--- src/rtl/usb_pkg.sv ---
// Shared constants and types for the USB full-speed packet transmitter.
package usb_pkg;

  localparam logic [3:0] PID_ACK   = 4'h2;
  localparam logic [3:0] PID_NAK   = 4'hA;
  localparam logic [3:0] PID_STALL = 4'hE;
  localparam logic [3:0] PID_DATA0 = 4'h3;
  localparam logic [3:0] PID_DATA1 = 4'hB;
  localparam logic [7:0] SYNC_BYTE = 8'h80;

  // CRC16 held bit-reflected so the complemented register shifts out LSB first.
  localparam logic [15:0] CRC16_POLY    = 16'hA001;
  localparam logic [15:0] CRC16_INIT    = 16'hFFFF;
  localparam logic [15:0] CRC16_RESIDUE = 16'hB001;

  typedef enum logic [1:0] {
    CMD_ACK   = 2'd0,
    CMD_NAK   = 2'd1,
    CMD_STALL = 2'd2,
    CMD_DATA  = 2'd3
  } cmd_type_e;

  typedef enum logic [2:0] {
    ST_IDLE,
    ST_SYNC,
    ST_PID,
    ST_DATA,
    ST_CRC_LO,
    ST_CRC_HI,
    ST_EOP_SE0,
    ST_EOP_J
  } tx_state_e;

  function automatic logic [7:0] pid_byte(input logic [3:0] pid);
    return {~pid, pid};
  endfunction

endpackage

--- src/rtl/usb_crc16.sv ---
// Serial USB CRC16 over payload bits, one bit per enable, reflected register.
module usb_crc16
  import usb_pkg::*;
(
  input  logic        clk,
  input  logic        rst,
  input  logic        clr,
  input  logic        en,
  input  logic        bit_in,
  output logic [15:0] state,
  output logic [15:0] crc_out
);

  logic [15:0] state_q;
  logic [15:0] state_d;
  logic        fb;

  assign fb = bit_in ^ state_q[0];

  always_comb begin
    state_d = state_q;
    if (clr) begin
      state_d = CRC16_INIT;
    end else if (en) begin
      state_d = (state_q >> 1) ^ (fb ? CRC16_POLY : '0);
    end
  end

  always_ff @(posedge clk) begin
    if (rst) begin
      state_q <= CRC16_INIT;
    end else begin
      state_q <= state_d;
    end
  end

  assign state   = state_q;
  assign crc_out = ~state_q;

endmodule

--- src/rtl/usb_tx_engine.sv ---
// USB full-speed packet transmitter: SYNC, PID, optional payload + CRC16, EOP,
// NRZI-encoded with bit stuffing at CLKS_PER_BIT clocks per line bit.
module usb_tx_engine
  import usb_pkg::*;
#(
  parameter int unsigned CLKS_PER_BIT = 8,
  parameter int unsigned MAX_PAYLOAD  = 64,
  parameter int unsigned STUFF_LEN    = 6,
  parameter int unsigned LEN_W        = 7
) (
  input  logic             clk,
  input  logic             rst,
  input  logic             cmd_valid,
  input  logic [1:0]       cmd_type,
  input  logic [LEN_W-1:0] cmd_len,
  output logic             cmd_ready,
  input  logic             toggle_clr,
  input  logic [7:0]       fifo_byte,
  input  logic             fifo_ready,
  output logic             fifo_r_enable,
  output logic             tx_d_plus,
  output logic             tx_d_minus,
  output logic             is_txing,
  output logic             done,
  output logic             underflow
);

  localparam int unsigned TW = (CLKS_PER_BIT > 1) ? $clog2(CLKS_PER_BIT) : 1;
  localparam int unsigned OW = $clog2(STUFF_LEN + 1);
  localparam logic [TW-1:0]    TC_VAL   = TW'(CLKS_PER_BIT - 1);
  localparam logic [OW-1:0]    STUFF_AT = OW'(STUFF_LEN);
  localparam logic [LEN_W-1:0] MAX_LEN  = LEN_W'(MAX_PAYLOAD);

  tx_state_e        state_q, state_d;
  logic [TW-1:0]    timer_q;
  logic [2:0]       idx_q, idx_d;
  logic [OW-1:0]    ones_q;
  logic [7:0]       shift_q, byte_d, pid_q;
  logic [LEN_W-1:0] len_q, cnt_q, cnt_d;
  logic             is_data_q, toggle_q;
  logic             dp_q, dm_q, txing_q, pop_q, under_q, done_q;
  logic             tc, stuff, bit_state, fetch, bit_d, pop_d, under_d;
  logic             crc_clr, crc_en;
  logic [15:0]      crc_out, crc_state_unused;

  assign tc        = (timer_q == TC_VAL);
  assign stuff     = (ones_q == STUFF_AT);
  assign bit_state = state_q inside {ST_SYNC, ST_PID, ST_DATA, ST_CRC_LO, ST_CRC_HI};

  // Next bit position, byte source and state once the current bit completes.
  always_comb begin
    state_d = state_q;
    byte_d  = shift_q;
    idx_d   = idx_q + 3'd1;
    cnt_d   = cnt_q;
    pop_d   = 1'b0;
    under_d = 1'b0;
    fetch   = 1'b0;
    if (idx_q == 3'd7) begin
      idx_d = '0;
      case (state_q)
        ST_SYNC: begin
          state_d = ST_PID;
          byte_d  = pid_q;
        end
        ST_PID: begin
          if (!is_data_q) begin
            state_d = ST_EOP_SE0;
          end else if (len_q == '0) begin
            state_d = ST_CRC_LO;
            byte_d  = crc_out[7:0];
          end else begin
            fetch = 1'b1;
          end
        end
        ST_DATA: begin
          if (cnt_q == len_q) begin
            state_d = ST_CRC_LO;
            byte_d  = crc_out[7:0];
          end else begin
            fetch = 1'b1;
          end
        end
        ST_CRC_LO: begin
          state_d = ST_CRC_HI;
          byte_d  = crc_out[15:8];
        end
        ST_CRC_HI: state_d = ST_EOP_SE0;
        default: ;
      endcase
      if (fetch) begin
        if (fifo_ready) begin
          state_d = ST_DATA;
          byte_d  = fifo_byte;
          pop_d   = 1'b1;
          cnt_d   = cnt_q + LEN_W'(1);
        end else begin
          state_d = ST_EOP_SE0;
          under_d = 1'b1;
        end
      end
    end
    bit_d = byte_d[idx_d];
  end

  assign crc_clr = (state_q == ST_IDLE) && cmd_valid;
  assign crc_en  = bit_state && tc && !stuff && (state_d == ST_DATA);

  usb_crc16 u_crc (
    .clk     (clk),
    .rst     (rst),
    .clr     (crc_clr),
    .en      (crc_en),
    .bit_in  (bit_d),
    .state   (crc_state_unused),
    .crc_out (crc_out)
  );

  always_ff @(posedge clk) begin
    if (rst) begin
      state_q   <= ST_IDLE;
      timer_q   <= '0;
      idx_q     <= '0;
      ones_q    <= '0;
      shift_q   <= '0;
      pid_q     <= '0;
      len_q     <= '0;
      cnt_q     <= '0;
      is_data_q <= 1'b0;
      toggle_q  <= 1'b0;
      dp_q      <= 1'b1;
      dm_q      <= 1'b0;
      txing_q   <= 1'b0;
      pop_q     <= 1'b0;
      under_q   <= 1'b0;
      done_q    <= 1'b0;
    end else begin
      pop_q   <= 1'b0;
      under_q <= 1'b0;
      done_q  <= 1'b0;
      if (state_q != ST_IDLE) begin
        timer_q <= tc ? '0 : timer_q + TW'(1);
      end
      case (state_q)
        ST_IDLE: begin
          if (cmd_valid) begin
            state_q   <= ST_SYNC;
            timer_q   <= '0;
            idx_q     <= '0;
            ones_q    <= '0;
            shift_q   <= SYNC_BYTE;
            dp_q      <= SYNC_BYTE[0];
            dm_q      <= ~SYNC_BYTE[0];
            txing_q   <= 1'b1;
            cnt_q     <= '0;
            len_q     <= (cmd_len > MAX_LEN) ? MAX_LEN : cmd_len;
            is_data_q <= (cmd_type_e'(cmd_type) == CMD_DATA);
            case (cmd_type_e'(cmd_type))
              CMD_ACK:   pid_q <= pid_byte(PID_ACK);
              CMD_NAK:   pid_q <= pid_byte(PID_NAK);
              CMD_STALL: pid_q <= pid_byte(PID_STALL);
              default:   pid_q <= pid_byte((toggle_q && !toggle_clr) ? PID_DATA1 : PID_DATA0);
            endcase
          end
        end
        ST_EOP_SE0: begin
          if (tc) begin
            if (idx_q == 3'd1) begin
              state_q <= ST_EOP_J;
              idx_q   <= '0;
              dp_q    <= 1'b1;
              dm_q    <= 1'b0;
            end else begin
              idx_q <= idx_q + 3'd1;
            end
          end
        end
        ST_EOP_J: begin
          if (tc) begin
            state_q <= ST_IDLE;
            txing_q <= 1'b0;
            done_q  <= 1'b1;
            if (is_data_q) toggle_q <= ~toggle_q;
          end
        end
        default: begin
          if (tc) begin
            if (stuff) begin
              dp_q   <= ~dp_q;
              dm_q   <= dp_q;
              ones_q <= '0;
            end else begin
              state_q <= state_d;
              shift_q <= byte_d;
              idx_q   <= idx_d;
              cnt_q   <= cnt_d;
              pop_q   <= pop_d;
              under_q <= under_d;
              if (state_d == ST_EOP_SE0) begin
                dp_q   <= 1'b0;
                dm_q   <= 1'b0;
                ones_q <= '0;
                // An aborted payload must not advance the data toggle at EOP.
                if (under_d) is_data_q <= 1'b0;
              end else if (bit_d) begin
                ones_q <= ones_q + OW'(1);
              end else begin
                dp_q   <= ~dp_q;
                dm_q   <= dp_q;
                ones_q <= '0;
              end
            end
          end
        end
      endcase
      if (toggle_clr) toggle_q <= 1'b0;
    end
  end

  assign cmd_ready     = (state_q == ST_IDLE);
  assign fifo_r_enable = pop_q;
  assign tx_d_plus     = dp_q;
  assign tx_d_minus    = dm_q;
  assign is_txing      = txing_q;
  assign done          = done_q;
  assign underflow     = under_q;

endmodule
--- config.mk ---
export PLATFORM = sky130hd
export DESIGN_NAME = usb_tx_engine
export DESIGN_NICKNAME = d
export VERILOG_FILES = /design/src/rtl/usb_pkg.sv /design/src/rtl/usb_crc16.sv /design/src/rtl/usb_tx_engine.sv
export SDC_FILE = /design/constraint.sdc
export NUM_CORES = 1
export LEC_CHECK = 0
export CAP_MARGIN = 20
export CORE_MARGIN = 2
export CORE_UTILIZATION = 25
export CTS_CLUSTER_DIAMETER = 200
export DETAILED_ROUTE_END_ITERATION = 7
export DONT_BUFFER_PORTS = 1
export PLACE_DENSITY = 0.41
export SYNTH_ARGS = -nofsm -noshare
export SYNTH_HDL_FRONTEND = slang
export SYNTH_SLANG_ARGS = --single-unit
--- constraint.sdc ---
create_clock -name clk -period 2.9 [get_ports clk]
set_clock_uncertainty 0.05 [all_clocks]
set_input_delay 0.29 -clock clk [delete_from_list [all_inputs] [get_ports clk]]
set_output_delay 0.29 -clock clk [all_outputs]
set_load 0.005 [all_outputs]
Figure 1. Congestion heat map.
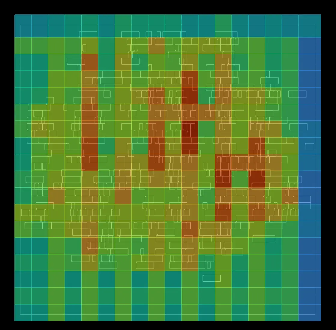
GR peak layer: met2
met1 GRT Util: 0.204
Layout Utilization: 0.298
met2 usage: 0.211
GRT Total Usage: 0.144

Figure 2. Metal 2.
The bar under the picture is 50 um long.
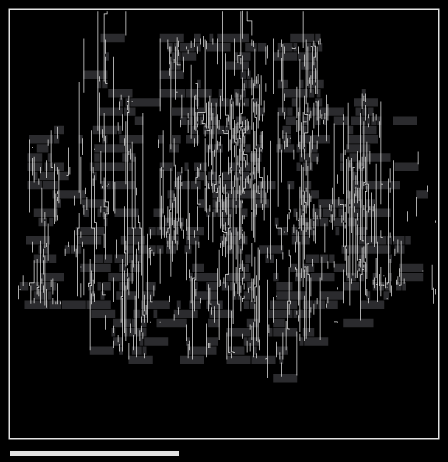
The layer holds 44% of the routed length. The longest straight run is 59.7 um. The layer carries 4810 um of wire. 403 nets have wire on it.
Via Count: 3363
Routed Wire Length: 11000 um

Figure 3. Signal wires on met3.
The bar under the picture is 50 um long.
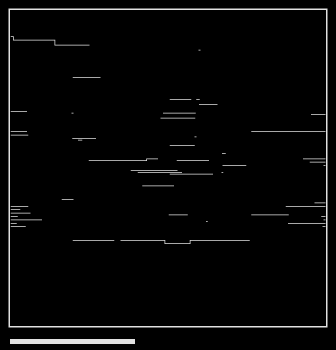
The longest straight run is 29.4 um. The wires run mostly horizontal. The layer holds 4.3% of the routed length. 38 nets have wire on it. The layer carries 469 um of wire.
met3 Track Usage GR: 0.0363

==> impl_metrics.ini <==
; implementation run metrics
[detailed_routing]
dr_wl_met3_um = 469
drt_first_pass_iters = 4
routed.top_layer = met4
ant_nets = 0
drt-vias-per-instance = 5.10
met2_wirelength_um = 4810

[layout]
seq_share = 0.300
area_delta_synth_final_pct = 15.5
comb_cells = 357
final_cells = 659
logic_area_sq_um = 2300
largest_register_ffs = 16
drive_above_1_share = 0.116
clock_buffers = 13
regArea_sq_um = 1300
inv_count = 16
biggestCellCategory = logic gates
layout.nets = 505

[yosys]
xor_share = 0.0386
top_area_cell = dfxtp_1
yosysMostFrequentCell = dfxtp_1
syn-num-nets = 496
compound_area_frac = 0.234
fa_ha_area_frac = 0.0433
top_cell_area_share = 0.346
syn_avg_cell_area_sq_um = 8.15
muxShareOfSynthArea = 0.0646
yosysSeqAreaShare = 0.346
netlist_instances = 461

[power]
pg_comb_mw = 0.217
switchingPower_mw = 0.546
leakagePower_nw = 1.70
pg_clk_mw = 1.00
seqPwrFrac = 0.438
power_frac_comb = 0.100
seq_power_mw = 0.947
power.density_nw_per_um2 = 498

[die]
tap_cells = 184
fp_util = 0.258
core-area_sq_um = 14600
dieArea_sq_um = 16000
rows = 44

[placement]
dp.cells = 640
hpwl_um = 8290

[worst_setup_path]
cpLargestDelayFamily = AND-OR/OR-AND gates
worstPathRequired_ps = 3070
worstSetupPathType = reg2reg
r2r_slack_ps = 270
cp_num_cells = 8

[cts]
cts_max_path_buffers = 2
clock_sinks = 65
cts_tree = done
clock.latency.late_pin_ps = 340
cts-buffers-inserted = 9
clkTransAtPathRegs_ps = 50

[global_route]
grt_max_degree = 40
gr-total-overflow = 0
antenna_found_initial = 0
grt_pass1_vias = 3221

[final_timing]
setup_violations = 0
fin_crit_sh = 0.906
maxSlewHeadroom = 0.602
rsz0062_at_grt = false

[min_path]
holdPathEnd = len_q[6]$_SDFFE_PP0P_
worstHoldStart = cmd_len[6]

[run_status]
status = finished clean

[run]
cap_viol_max_count = 0
Figure 4. Metal 4.
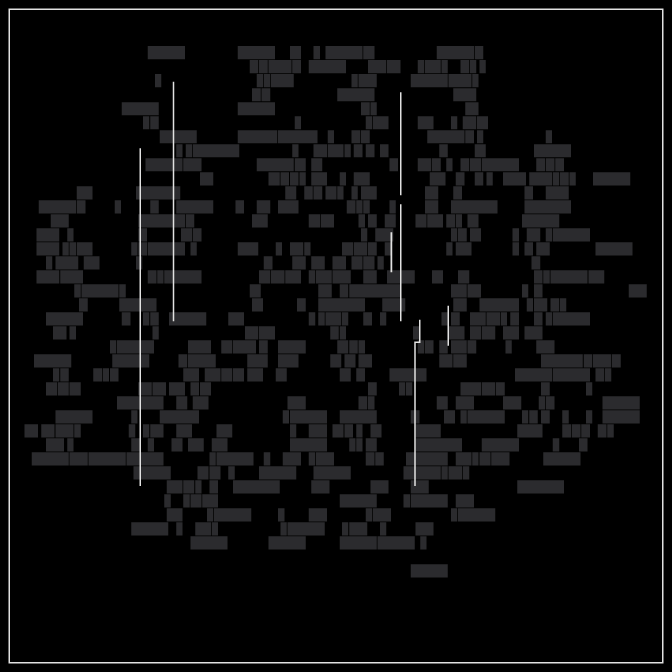
The longest straight run is 65.3 um. The wires run mostly vertical. 5 nets have wire on it. The layer holds 1.8% of the routed length. The layer carries 202 um of wire.

Figure 5. Signal wires on met1.
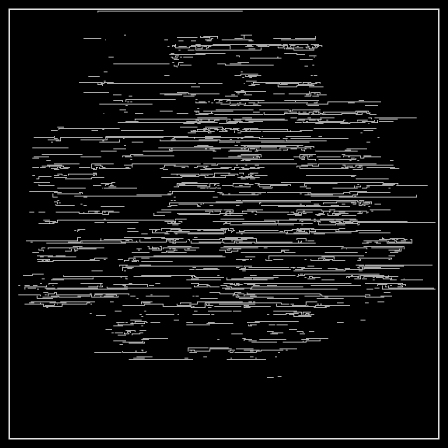
The layer carries 5530 um of wire. The wires run mostly horizontal. The layer holds 50% of the routed length.

==> per-stage QoR <==
stage / power, mW / hold WS, ps / cell area, sq um / setup WS [ps]
2_1_floorplan: 1.11 / 317 / 3760 / 479
3_3_place_gp: 1.17 / 317 / 4020 / 173
3_5_place_dp: 1.17 / 319 / 4020 / 161
4_1_cts: 2.21 / 23.5 / 4340 / 162
5_1_grt: 2.28 / 41.2 / 4340 / 71.2
6_report: 2.16 / 41.7 / 4340 / 272
==> what timing repair did <==
action | CTS | global route
hold buffers | 3 | 0
endpoints found under the setup margin | 0 | 6
gates resized | 0 | 3
setup buffers | 0 | 0
hold endpoints to repair | 39 | 0
Power is estimated from default activity; no workload was simulated.
